==> images/floorplan.png <==
(6 px per um) Pins as bars on the die edge. Tap cells in grey.
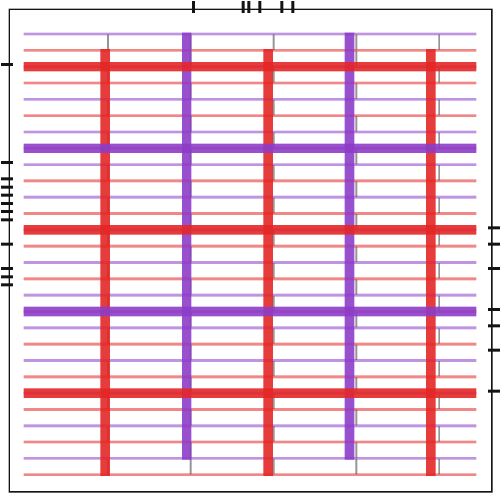
==> images/class_map.png <==
(6 px per um) Fill, decap, tap and diode cells in grey.
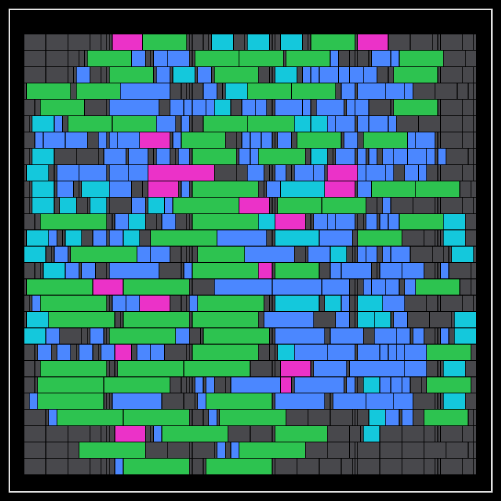
File: src/rtl/seg_pkg.sv
// Shared types and constants for the multiplexed seven-segment scan controller.
// Segment vectors are a..g in bits 0..6, active high.
package seg_pkg;

  typedef enum logic {
    ST_BLANK = 1'b0,
    ST_SHOW  = 1'b1
  } seg_state_e;

  localparam int unsigned SEG_W = 7;

  localparam logic [SEG_W-1:0] SEG_A = 7'h01;
  localparam logic [SEG_W-1:0] SEG_B = 7'h02;
  localparam logic [SEG_W-1:0] SEG_C = 7'h04;
  localparam logic [SEG_W-1:0] SEG_D = 7'h08;
  localparam logic [SEG_W-1:0] SEG_E = 7'h10;
  localparam logic [SEG_W-1:0] SEG_F = 7'h20;
  localparam logic [SEG_W-1:0] SEG_G = 7'h40;

  // Entry N is the glyph for hex digit N (listed F down to 0).
  localparam logic [15:0][SEG_W-1:0] HEX_SEG_TABLE = {
    SEG_A | SEG_E | SEG_F | SEG_G,
    SEG_A | SEG_D | SEG_E | SEG_F | SEG_G,
    SEG_B | SEG_C | SEG_D | SEG_E | SEG_G,
    SEG_A | SEG_D | SEG_E | SEG_F,
    SEG_C | SEG_D | SEG_E | SEG_F | SEG_G,
    SEG_A | SEG_B | SEG_C | SEG_E | SEG_F | SEG_G,
    SEG_A | SEG_B | SEG_C | SEG_D | SEG_F | SEG_G,
    SEG_A | SEG_B | SEG_C | SEG_D | SEG_E | SEG_F | SEG_G,
    SEG_A | SEG_B | SEG_C,
    SEG_A | SEG_C | SEG_D | SEG_E | SEG_F | SEG_G,
    SEG_A | SEG_C | SEG_D | SEG_F | SEG_G,
    SEG_B | SEG_C | SEG_F | SEG_G,
    SEG_A | SEG_B | SEG_C | SEG_D | SEG_G,
    SEG_A | SEG_B | SEG_D | SEG_E | SEG_G,
    SEG_B | SEG_C,
    SEG_A | SEG_B | SEG_C | SEG_D | SEG_E | SEG_F
  };

endpackage

File: src/rtl/seg_hex_decode.sv
// Combinational hex nibble to seven-segment glyph lookup.
module seg_hex_decode
  import seg_pkg::*;
(
  input  logic [3:0]       i_nib,
  output logic [SEG_W-1:0] o_seg
);

  assign o_seg = HEX_SEG_TABLE[i_nib];

endmodule

File: src/rtl/seg_scan_ctrl.sv
// Time-multiplexed seven-segment scan controller with a dark gap between digits.
// Optional macro SEG_SCAN_DIMMING_EN adds i_bright PWM dimming of digit enables.
module seg_scan_ctrl
  import seg_pkg::*;
#(
  parameter int unsigned NDIG  = 4,
  parameter int unsigned DWELL = 750,
  parameter int unsigned BLANK = 16,
  parameter int unsigned CBITS = 10
) (
  input  logic             i_clk,
  input  logic             i_rst,
  input  logic             i_wr_valid,
  output logic             o_wr_ready,
  input  logic [2:0]       i_wr_idx,
  input  logic [3:0]       i_wr_data,
  input  logic             i_wr_dp,
`ifdef SEG_SCAN_DIMMING_EN
  input  logic [2:0]       i_bright,
`endif
  output logic [SEG_W-1:0] o_segment,
  output logic             o_dp,
  output logic [NDIG-1:0]  o_digit_en,
  output logic             o_frame_tick
);

  localparam int unsigned IW = 3;

  seg_state_e       r_state, w_state_nx;
  logic [CBITS-1:0] r_cnt, w_cnt_nx;
  logic [IW-1:0]    r_idx, w_idx_nx;
  logic             w_tick_nx;
  logic [3:0]       r_nib [8];
  logic [7:0]       r_ndp;
  logic [SEG_W-1:0] w_seg;
  logic [NDIG-1:0]  w_en_nx;
  logic             w_wr_fire;

  // The digit on display is locked against writes so its glyph stays stable.
  assign o_wr_ready = !i_rst && !(r_state == ST_SHOW && i_wr_idx == r_idx);
  assign w_wr_fire  = i_wr_valid && o_wr_ready && ({1'b0, i_wr_idx} < 4'(NDIG));

  seg_hex_decode u_hex_decode (
    .i_nib (r_nib[r_idx]),
    .o_seg (w_seg)
  );

`ifdef SEG_SCAN_DIMMING_EN
  assign w_en_nx = (w_cnt_nx[2:0] <= i_bright) ? (NDIG'(1) << r_idx) : '0;
`else
  assign w_en_nx = NDIG'(1) << r_idx;
`endif

  always_comb begin
    w_state_nx = r_state;
    w_cnt_nx   = r_cnt + CBITS'(1);
    w_idx_nx   = r_idx;
    w_tick_nx  = 1'b0;
    case (r_state)
      ST_BLANK: begin
        if (r_cnt == CBITS'(BLANK - 1)) begin
          w_state_nx = ST_SHOW;
          w_cnt_nx   = '0;
        end
      end
      ST_SHOW: begin
        if (r_cnt == CBITS'(DWELL - 1)) begin
          w_state_nx = ST_BLANK;
          w_cnt_nx   = '0;
          w_idx_nx   = (r_idx == IW'(NDIG - 1)) ? '0 : r_idx + IW'(1);
          w_tick_nx  = (r_idx == IW'(NDIG - 1));
        end
      end
      default: begin
        w_state_nx = ST_BLANK;
        w_cnt_nx   = '0;
      end
    endcase
  end

  always_ff @(posedge i_clk) begin
    if (i_rst) begin
      r_state      <= ST_BLANK;
      r_cnt        <= '0;
      r_idx        <= '0;
      r_ndp        <= '0;
      for (int i = 0; i < 8; i++) r_nib[i] <= '0;
      o_segment    <= '0;
      o_dp         <= 1'b0;
      o_digit_en   <= '0;
      o_frame_tick <= 1'b0;
    end else begin
      r_state      <= w_state_nx;
      r_cnt        <= w_cnt_nx;
      r_idx        <= w_idx_nx;
      o_frame_tick <= w_tick_nx;
      if (w_wr_fire) begin
        r_nib[i_wr_idx] <= i_wr_data;
        r_ndp[i_wr_idx] <= i_wr_dp;
      end
      // Glyph is captured once on SHOW entry and held for the whole dwell.
      if (w_state_nx == ST_SHOW) begin
        if (r_state == ST_BLANK) begin
          o_segment <= w_seg;
          o_dp      <= r_ndp[r_idx];
        end
        o_digit_en <= w_en_nx;
      end else begin
        o_segment  <= '0;
        o_dp       <= 1'b0;
        o_digit_en <= '0;
      end
    end
  end

endmodule

File: config.mk
export PLATFORM = sky130hd
export DESIGN_NAME = seg_scan_ctrl
export DESIGN_NICKNAME = d
export VERILOG_FILES = /design/src/rtl/seg_pkg.sv /design/src/rtl/seg_hex_decode.sv /design/src/rtl/seg_scan_ctrl.sv
export SDC_FILE = /design/constraint.sdc
export NUM_CORES = 1
export LEC_CHECK = 0
export CAP_MARGIN = 20
export CORE_MARGIN = 2
export CORE_UTILIZATION = 54
export CTS_BUF_LIST = sky130_fd_sc_hd__clkbuf_4 sky130_fd_sc_hd__clkbuf_8
export CTS_CLUSTER_DIAMETER = 150
export DETAILED_ROUTE_END_ITERATION = 10
export PLACE_DENSITY = 0.78
export SYNTH_ARGS = -nofsm -noshare
export SYNTH_HDL_FRONTEND = slang
export SYNTH_SLANG_ARGS = --single-unit
File: constraint.sdc
create_clock -name i_clk -period 2 [get_ports i_clk]
set_input_delay 0.2 -clock i_clk [delete_from_list [all_inputs] [get_ports i_clk]]
set_output_delay 0.2 -clock i_clk [all_outputs]
set_load 0.01 [all_outputs]
==> flow_summary.toml <==
# flow metrics
[outcome]
outcome = "completed"

[critical_path]
cp_data_required_time_ns = 2.22
r2r-end = "o_segment[5]"
reg2reg_setup_slack_ns = 0.03
max_stage_delay_ns = 0.53
timing.critical_path.fanout_max = 5
setup.worst_path.start_class = "flop"
reg2regPathDepth = 7

[min_path]
hold_class = "flop to flop"
min_from = "r_ndp[7]"
min_delay_path_depth = 1

[synth]
post_synth_fa_ha_maj_area_fraction = 0.0399
synth_compound_gate_area_share = 0.0411
flop_cell = "sky130_fd_sc_hd__dfxtp_1"
synth_sequential_area_ratio = 0.550
synthMostInstantiatedCell = "sky130_fd_sc_hd__dfxtp_1"
yosys-top-cells-area = "sky130_fd_sc_hd__edfxtp_1 31%, sky130_fd_sc_hd__dfxtp_1 24%, sky130_fd_sc_hd__mux4_2 6.5%"
yosys_register_bits = 70
yosys.area_share.xor_xnor = 0.0308
netlist_top_cells_count = "38 x sky130_fd_sc_hd__dfxtp_1, 32 x sky130_fd_sc_hd__edfxtp_1, 24 x sky130_fd_sc_hd__nor2_1"
synthesis.instances = 257

[detailed_routing]
postRouteAntennaNets = 0
wirelength_mm = 5.61

[placement]
pre_cts_ws_ns = -0.120
placed_cells_incl_taps = 371
buffer_ports.inserted = 24

[power_and_ir_drop]
clock_power_share = 0.402
total_power_mw = 2.99
internal_power_mw = 2.35
leakagePower_nw = 1.54

[sta]
max_clock_freq_ghz = 0.508
timing_hold_violations_final = 0
finalCritPeriodShare = 0.985
finalClockSkew_ns = 0.00494
fin_ws_ns = 0.0306
final.hold.worst_slack_ns = 0.466
unrepaired_setup_endpoints_after_global_routing = "yes"
fin_tns_setup_ns = 0

[run]
openroad.warnings = 34
cap_viol_max_count = 0

[final_layout]
flow.area_growth_from_synthesis_pct = 24.9
lay_top_cells = "34 x sky130_fd_sc_hd__dfxtp_1, 32 x sky130_fd_sc_hd__edfxtp_1, 24 x sky130_fd_sc_hd__nor2_1"
num-nets-final = 334
layout-drive-gt1-share = 0.223

[cts]
source_to_sink_clock_delay_at_the_later_pin_of_the_worst_skew_pair_ns = 0.33

[floorplan]
ios = 25

[global_routing]
first_global_vias = 1988
Back to the opening pictures, floorplan.png:
legend:
  VSS:
    colour: red
  VDD:
    colour: purple
met4 straps: 5
rows: 27

Back to the opening pictures, class_map.png:
legend:
  sequential cells:
    colour: green
    cells: 70
    share_of_their_area: 45%
  remaining logic cells:
    colour: blue
    cells: 185
    share_of_their_area: 37%
  clock drivers and dummy loads:
    colour: magenta
    cells: 16
    share_of_their_area: 5.6%
  remaining buffers and delay cells:
    colour: cyan
    cells: 47
    share_of_their_area: 12%

[registers in the layout, indices dropped and copies added (netlist names), named ones only]
name and flops:
o_digit_en 4, o_dp 1, o_frame_tick 1, o_segment 7, r_cnt 10, r_idx 3
r_ndp 8, r_nib 32, r_state 1
[worst max path at each step]
stage / from / end / slack (ns) / cells past startpoint
CTS: flop / o_segment[1] / 0.01 / 8
global route: flop / o_segment[1] / -0.05 / 8
floorplan: flop / o_segment[3] / 0.006 / 9
detailed placement: flop / o_segment[0] / -0.12 / 7
finish: flop / o_segment[5] / 0.03 / 7
global placement: flop / o_segment[2] / -0.05 / 5
[what timing repair did]
item,CTS,global route
resized,5,11
pin swaps,0,3
hold buffers,0,0
buffers inserted,0,3
endpoints found under the hold margin,0,0
endpoints found under the setup margin,8,8
[per-layer routing]
| layer | track usage | routed length (um) | vias up |
|---|---|---|---|
| met1 | 0.256 | 2650 | 956 |
| met5 | 0 | 0 | - |
| li1 | - | - | 1015 |
| met4 | 0.0797 | 68 | 0 |
| met2 | 0.308 | 2700 | 43 |
| met3 | 0.0528 | 184 | 7 |
[worst max-delay path, delay by kind of cell, from the launching register on]
family          cells  cell delay, ns
buf+inv             1            0.16
flops               1            0.39
fa+ha+maj           1            0.21
mux                 3            0.85
compound gates      2            0.25
[power groups by stage]
stage	combinational [mW]	sequential (mW)	clock, mW
6_report	0.218	1.57	1.20
5_1_grt	0.238	1.57	1.28
4_1_cts	0.202	1.57	1.23
3_5_place_dp	0.201	1.60	0
3_3_place_gp	0.196	1.60	0
2_1_floorplan	0.132	1.59	0
[area by class of cell]
class,count,area share
inverters,9,0.00927
clock buffers,13,0.0441
clock inverters,3,0.0105
well taps,72,0.0230
multi-input cells,176,0.355
flip-flops and latches,70,0.442
repair buffers,47,0.117
